==> config.mk <==
export PLATFORM = sky130hd
export DESIGN_NAME = leitor_banco_registradores_flat
export DESIGN_NICKNAME = d
export VERILOG_FILES = /design/src/rtl/leitor_banco_registradores_if.sv /design/src/rtl/leitor_banco_registradores.sv /design/src/flat_wrapper.sv
export SDC_FILE = /design/constraint.sdc
export NUM_CORES = 1
export LEC_CHECK = 0
export ABC_CLOCK_PERIOD_IN_PS = 3100
export CORE_MARGIN = 5
export CORE_UTILIZATION = 40
export DETAILED_ROUTE_END_ITERATION = 12
export MAX_ROUTING_LAYER = met4
export PLACE_DENSITY_LB_ADDON = 0.2
export SYNTH_ARGS = -nofsm -noshare
export SYNTH_HDL_FRONTEND = slang
export SYNTH_SLANG_ARGS = --single-unit
==> constraint.sdc <==
create_clock -name i_clk -period 3.1 [get_ports i_clk]
set_clock_uncertainty 0.15 [all_clocks]
set_input_delay 0.31 -clock i_clk [delete_from_list [all_inputs] [get_ports i_clk]]
set_output_delay 0.31 -clock i_clk [all_outputs]
set_load 0.05 [all_outputs]
==> src/rtl/leitor_banco_registradores_if.sv <==
// Bus between the register-dump reader and its surroundings: start request,
// register-file read port, and the valid/ready output stream.
// The master modport is the reader; the slave modport is the register file
// plus the consumer.
interface leitor_banco_registradores_if #(
    parameter int LARGURA_DADOS = 32,
    parameter int BITS_INDICE   = 5
) ();
    logic                     iniciar;
    logic [BITS_INDICE-1:0]   reg_inicio;
    logic [BITS_INDICE-1:0]   reg_fim;
    logic [BITS_INDICE-1:0]   reg_leitura;
    logic [LARGURA_DADOS-1:0] dados_leitura;
    logic                     saida_valid;
    logic                     saida_ready;
    logic [LARGURA_DADOS-1:0] saida_dados;
    logic [BITS_INDICE-1:0]   saida_indice;
    logic                     ocupado;
    logic                     concluido;

    modport master (
        input  iniciar,
        input  reg_inicio,
        input  reg_fim,
        input  dados_leitura,
        input  saida_ready,
        output reg_leitura,
        output saida_valid,
        output saida_dados,
        output saida_indice,
        output ocupado,
        output concluido
    );

    modport slave (
        output iniciar,
        output reg_inicio,
        output reg_fim,
        output dados_leitura,
        output saida_ready,
        input  reg_leitura,
        input  saida_valid,
        input  saida_dados,
        input  saida_indice,
        input  ocupado,
        input  concluido
    );
endinterface

==> src/rtl/leitor_banco_registradores.sv <==
// Register-file dump reader: walks indices inicio..fim (inclusive, wrapping
// modulo 2^BITS_INDICE), reads each register through a combinational read
// port and offers it on a valid/ready stream. Concluido pulses once at the end.
// Optional feature: define ZERO_R0_EN to force register 0 to read as zero.
module leitor_banco_registradores #(
    parameter int LARGURA_DADOS = 32,
    parameter int BITS_INDICE   = 5
) (
    input logic i_clk,
    input logic i_rst,
    leitor_banco_registradores_if.master bus
);

    typedef enum logic [1:0] {
        StOcioso,
        StLer,
        StEnviar,
        StFim
    } t_estado;

    t_estado                  r_estado;
    t_estado                  w_estado_prox;
    logic [BITS_INDICE-1:0]   r_indice;
    logic [BITS_INDICE-1:0]   w_indice_prox;
    logic [BITS_INDICE-1:0]   r_fim;
    logic [BITS_INDICE-1:0]   w_fim_prox;
    logic                     r_valid;
    logic                     w_valid_prox;
    logic [LARGURA_DADOS-1:0] r_dados;
    logic [LARGURA_DADOS-1:0] w_dados_prox;
    logic [BITS_INDICE-1:0]   r_saida_indice;
    logic [BITS_INDICE-1:0]   w_saida_indice_prox;
    logic [LARGURA_DADOS-1:0] w_dados_lidos;

`ifdef ZERO_R0_EN
    // R0 is hardwired to zero regardless of what the register file returns.
    assign w_dados_lidos = (r_indice == '0) ? '0 : bus.dados_leitura;
`else
    assign w_dados_lidos = bus.dados_leitura;
`endif

    // State and datapath registers; synchronous reset returns everything to idle.
    always_ff @(posedge i_clk) begin
        if (i_rst) begin
            r_estado       <= StOcioso;
            r_indice       <= '0;
            r_fim          <= '0;
            r_valid        <= 1'b0;
            r_dados        <= '0;
            r_saida_indice <= '0;
        end else begin
            r_estado       <= w_estado_prox;
            r_indice       <= w_indice_prox;
            r_fim          <= w_fim_prox;
            r_valid        <= w_valid_prox;
            r_dados        <= w_dados_prox;
            r_saida_indice <= w_saida_indice_prox;
        end
    end

    // Next-state logic: latch the range on start, read one word, wait for the
    // handshake, then either step to the next index or finish.
    always_comb begin
        w_estado_prox       = r_estado;
        w_indice_prox       = r_indice;
        w_fim_prox          = r_fim;
        w_valid_prox        = r_valid;
        w_dados_prox        = r_dados;
        w_saida_indice_prox = r_saida_indice;

        unique case (r_estado)
            StOcioso: begin
                if (bus.iniciar) begin
                    w_indice_prox = bus.reg_inicio;
                    w_fim_prox    = bus.reg_fim;
                    w_estado_prox = StLer;
                end
            end
            StLer: begin
                w_dados_prox        = w_dados_lidos;
                w_saida_indice_prox = r_indice;
                w_valid_prox        = 1'b1;
                w_estado_prox       = StEnviar;
            end
            StEnviar: begin
                if (r_valid && bus.saida_ready) begin
                    w_valid_prox = 1'b0;
                    if (r_indice == r_fim) begin
                        w_estado_prox = StFim;
                    end else begin
                        // Natural overflow gives the wrap from the last register to 0.
                        w_indice_prox = r_indice + BITS_INDICE'(1);
                        w_estado_prox = StLer;
                    end
                end
            end
            StFim: begin
                w_estado_prox = StOcioso;
            end
            default: begin
                w_estado_prox = StOcioso;
            end
        endcase
    end

    assign bus.reg_leitura  = r_indice;
    assign bus.saida_valid  = r_valid;
    assign bus.saida_dados  = r_dados;
    assign bus.saida_indice = r_saida_indice;
    assign bus.ocupado      = (r_estado != StOcioso);
    assign bus.concluido    = (r_estado == StFim);

endmodule

==> src/flat_wrapper.sv <==
// flat-port wrapper written by rule: the top's interface ports become plain ports
module leitor_banco_registradores_flat 
#(
    parameter int LARGURA_DADOS = 32,
    parameter int BITS_INDICE   = 5
)
  (i_clk, i_rst, bus_iniciar, bus_reg_inicio, bus_reg_fim, bus_dados_leitura, bus_saida_ready, bus_reg_leitura, bus_saida_valid, bus_saida_dados, bus_saida_indice, bus_ocupado, bus_concluido);
  leitor_banco_registradores_if #(.LARGURA_DADOS(LARGURA_DADOS), .BITS_INDICE(BITS_INDICE)) bus_i ();
  input logic i_clk;
  input logic i_rst;
  input wire logic [$bits(bus_i.iniciar)-1:0] bus_iniciar;
  input wire logic [$bits(bus_i.reg_inicio)-1:0] bus_reg_inicio;
  input wire logic [$bits(bus_i.reg_fim)-1:0] bus_reg_fim;
  input wire logic [$bits(bus_i.dados_leitura)-1:0] bus_dados_leitura;
  input wire logic [$bits(bus_i.saida_ready)-1:0] bus_saida_ready;
  output wire logic [$bits(bus_i.reg_leitura)-1:0] bus_reg_leitura;
  output wire logic [$bits(bus_i.saida_valid)-1:0] bus_saida_valid;
  output wire logic [$bits(bus_i.saida_dados)-1:0] bus_saida_dados;
  output wire logic [$bits(bus_i.saida_indice)-1:0] bus_saida_indice;
  output wire logic [$bits(bus_i.ocupado)-1:0] bus_ocupado;
  output wire logic [$bits(bus_i.concluido)-1:0] bus_concluido;
  assign bus_i.iniciar = bus_iniciar;
  assign bus_i.reg_inicio = bus_reg_inicio;
  assign bus_i.reg_fim = bus_reg_fim;
  assign bus_i.dados_leitura = bus_dados_leitura;
  assign bus_i.saida_ready = bus_saida_ready;
  assign bus_reg_leitura = bus_i.reg_leitura;
  assign bus_saida_valid = bus_i.saida_valid;
  assign bus_saida_dados = bus_i.saida_dados;
  assign bus_saida_indice = bus_i.saida_indice;
  assign bus_ocupado = bus_i.ocupado;
  assign bus_concluido = bus_i.concluido;
  leitor_banco_registradores #(.LARGURA_DADOS(LARGURA_DADOS), .BITS_INDICE(BITS_INDICE)) u_core (.i_clk(i_clk), .i_rst(i_rst), .bus(bus_i));
endmodule
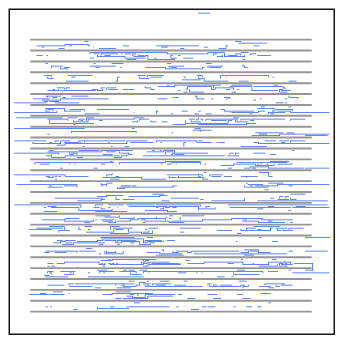
(images/layer_met1.png)
(4 px per um) Supply wires on this layer in grey.
nets with wire on the layer: 322
longest straight run: 29.9 um
main direction: horizontal

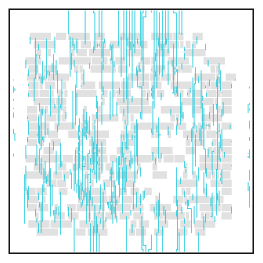
(images/layer_met2.png)
(3 px per um)
wire length on this layer: 2350 um
share of all routed wire: 46%
longest straight run: 32.5 um
met2 usage: 0.2685
total number of vias: 1850
Total Wirelength: 5.138 mm

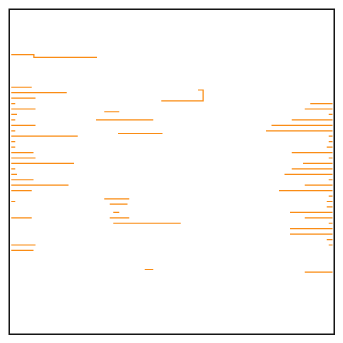
(images/layer_met3.png)
(4 px per um)
wire length on this layer: 390 um
main direction: horizontal
longest straight run: 16.6 um

==> impl_metrics.py <==
# Synthesis and PnR figures
metrics = {
    "power_and_ir_drop": {
        "clock_power_mw": 0.374,
        "internal_power_mw": 1.025,
        "combPwrFrac": 0.284,
        "total_power_mw": 1.538,
        "maxPowerGroup": "sequential cells",
        "sequentialPowerShare": 0.473,
        "p_sw_frac": 0.3335,
        "seq_power_mw": 0.728,
        "leakage_nw": 1.050,
    },
    "synth": {
        "xor_share": 0.02181,
        "largest_area_cell": "dfxtp_1",
        "async_flop_share": 0,
        "yosysCellCount": 244,
        "synth_cell_types": 35,
        "ys_ff": 50,
        "ys_sh_adder": 0.006231,
        "synthAoiAreaFrac": 0.1570,
        "yosysChipArea_um2": 2008,
        "synthTopCellsByCount": "nand2_1, dfxtp_1, a21oi_1",
        "topCombFamilyByArea": "simple AND/OR/NAND/NOR gates",
        "synth.area.top_cells": "dfxtp_1, nand2_1, a21oi_1, mux2i_1, xnor2_1",
    },
    "final_timing": {
        "max_slew.worst_pin.slew_ns": 0.9565,
        "hold_viol_final": 0,
        "slew_headroom": 0.3623,
        "min_period_ns": 2.281,
        "slew_viol_final": 0,
        "whs_ns": 0.3060,
        "period_used_share": 0.7360,
        "setup_tns_ns": 0,
        "max_freq_ghz": 0.4383,
    },
    "worst_setup_path": {
        "r2r-start": "u_core.r_estado[0]",
        "worstSetupStartpointType": "flip-flop",
        "cpPeakStageDelay_ns": 0.80,
        "crit_start": "u_core.r_estado[1]",
        "path_depth": 2,
        "worstSetupPathType": "flip-flop to primary output",
        "required_ns": 2.64,
        "r2r-end": "u_core.bus.saida_dados[7]",
        "crit_family": "buffers and inverters",
        "path_buffers": 1,
        "worstPathArrival_ns": 1.82,
    },
    "global_routing": {
        "grt_pass1_wl_mm": 8.349,
        "grt_max_degree": 54,
        "grt_util_met1": 0.2016,
        "grt_overflow": 0,
        "grt_pass1_vias": 1807,
    },
    "status": {
        "outcome": "finished, final reports clean",
    },
    "layout": {
        "largest_reg_flops": 32,
        "comb_share": 0.3042,
        "nonClkBufAreaFrac": 0.3033,
        "nNonClkInverters": 2,
        "buffers": 92,
        "layout_top_cell": "clkdlybuf4s50_1",
        "most-common-layout-cells": "clkdlybuf4s50_1, nand2_1, dfxtp_1, a21oi_1, nor2_1",
        "fillers": 443,
        "final_cell_area_um2": 3003,
        "nets": 372,
        "instances_no_fill": 393,
    },
    "drt": {
        "drcViolationCount": 0,
        "drtPass1Iterations": 4,
        "antenna_left": 0,
        "met3_length_um": 390,
        "vias_per_cell": 4.707,
        "wl_met2_mm": 2.353,
        "drt-met1-wl_mm": 2.354,
        "wl_per_cell_um": 13.07,
    },
    "flow_run": {
        "drv_cap": 0,
    },
    "clocking": {
        "clock.latency.late_pin_ns": 0.30,
        "postCtsSetupRepairBufs": 0,
        "cts.sinks": 50,
        "numCtsBuffers": 5,
        "hold_buffers": 0,
        "cts-htree-levels": 2,
        "cts.path.max_buffers": 2,
        "cts_tree": "yes",
    },
    "placement": {
        "hpwlAfterDp_mm": 3.529,
        "port_buffers": 90,
    },
    "floorplan": {
        "core_region_area_um2": 4786,
        "die_w_um": 80.86,
        "fp-utilization": 0.4196,
        "die_h_um": 80.86,
    },
    "min_path": {
        "min_path_type": "flip-flop to flip-flop",
        "worstHoldStart": "u_core.bus.saida_dados[2]",
    },
}
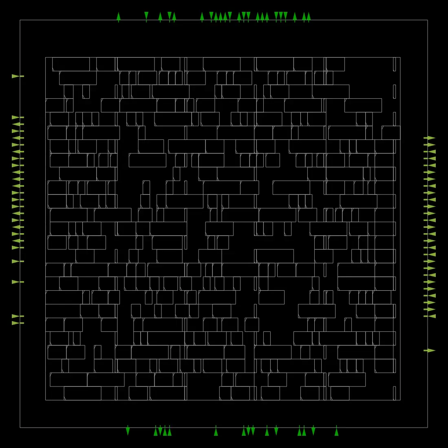
(images/placement.png)
Flops: 50
row count: 25
flop share of the area: 0.3333
post-layout util: 0.6275
tap cells: 67

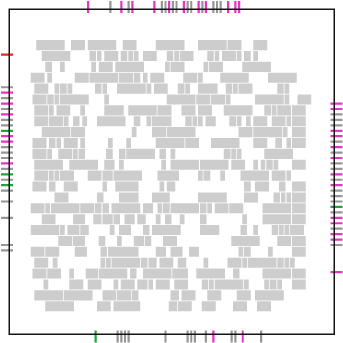
(images/io_placement.png)
(4 px per um) Pins as bars across the die edge, other pins in grey.
| port | colour | pins | direction | edge |
|---|---|---|---|---|
| `i_clk` | red | 1 | input | west |
| `bus_reg_leitura` | green | 5 | output | 3 west, 1 east, 1 south |
| `bus_saida_dados` | magenta | 32 | output | 13 east, 11 north, 6 west, 2 south |

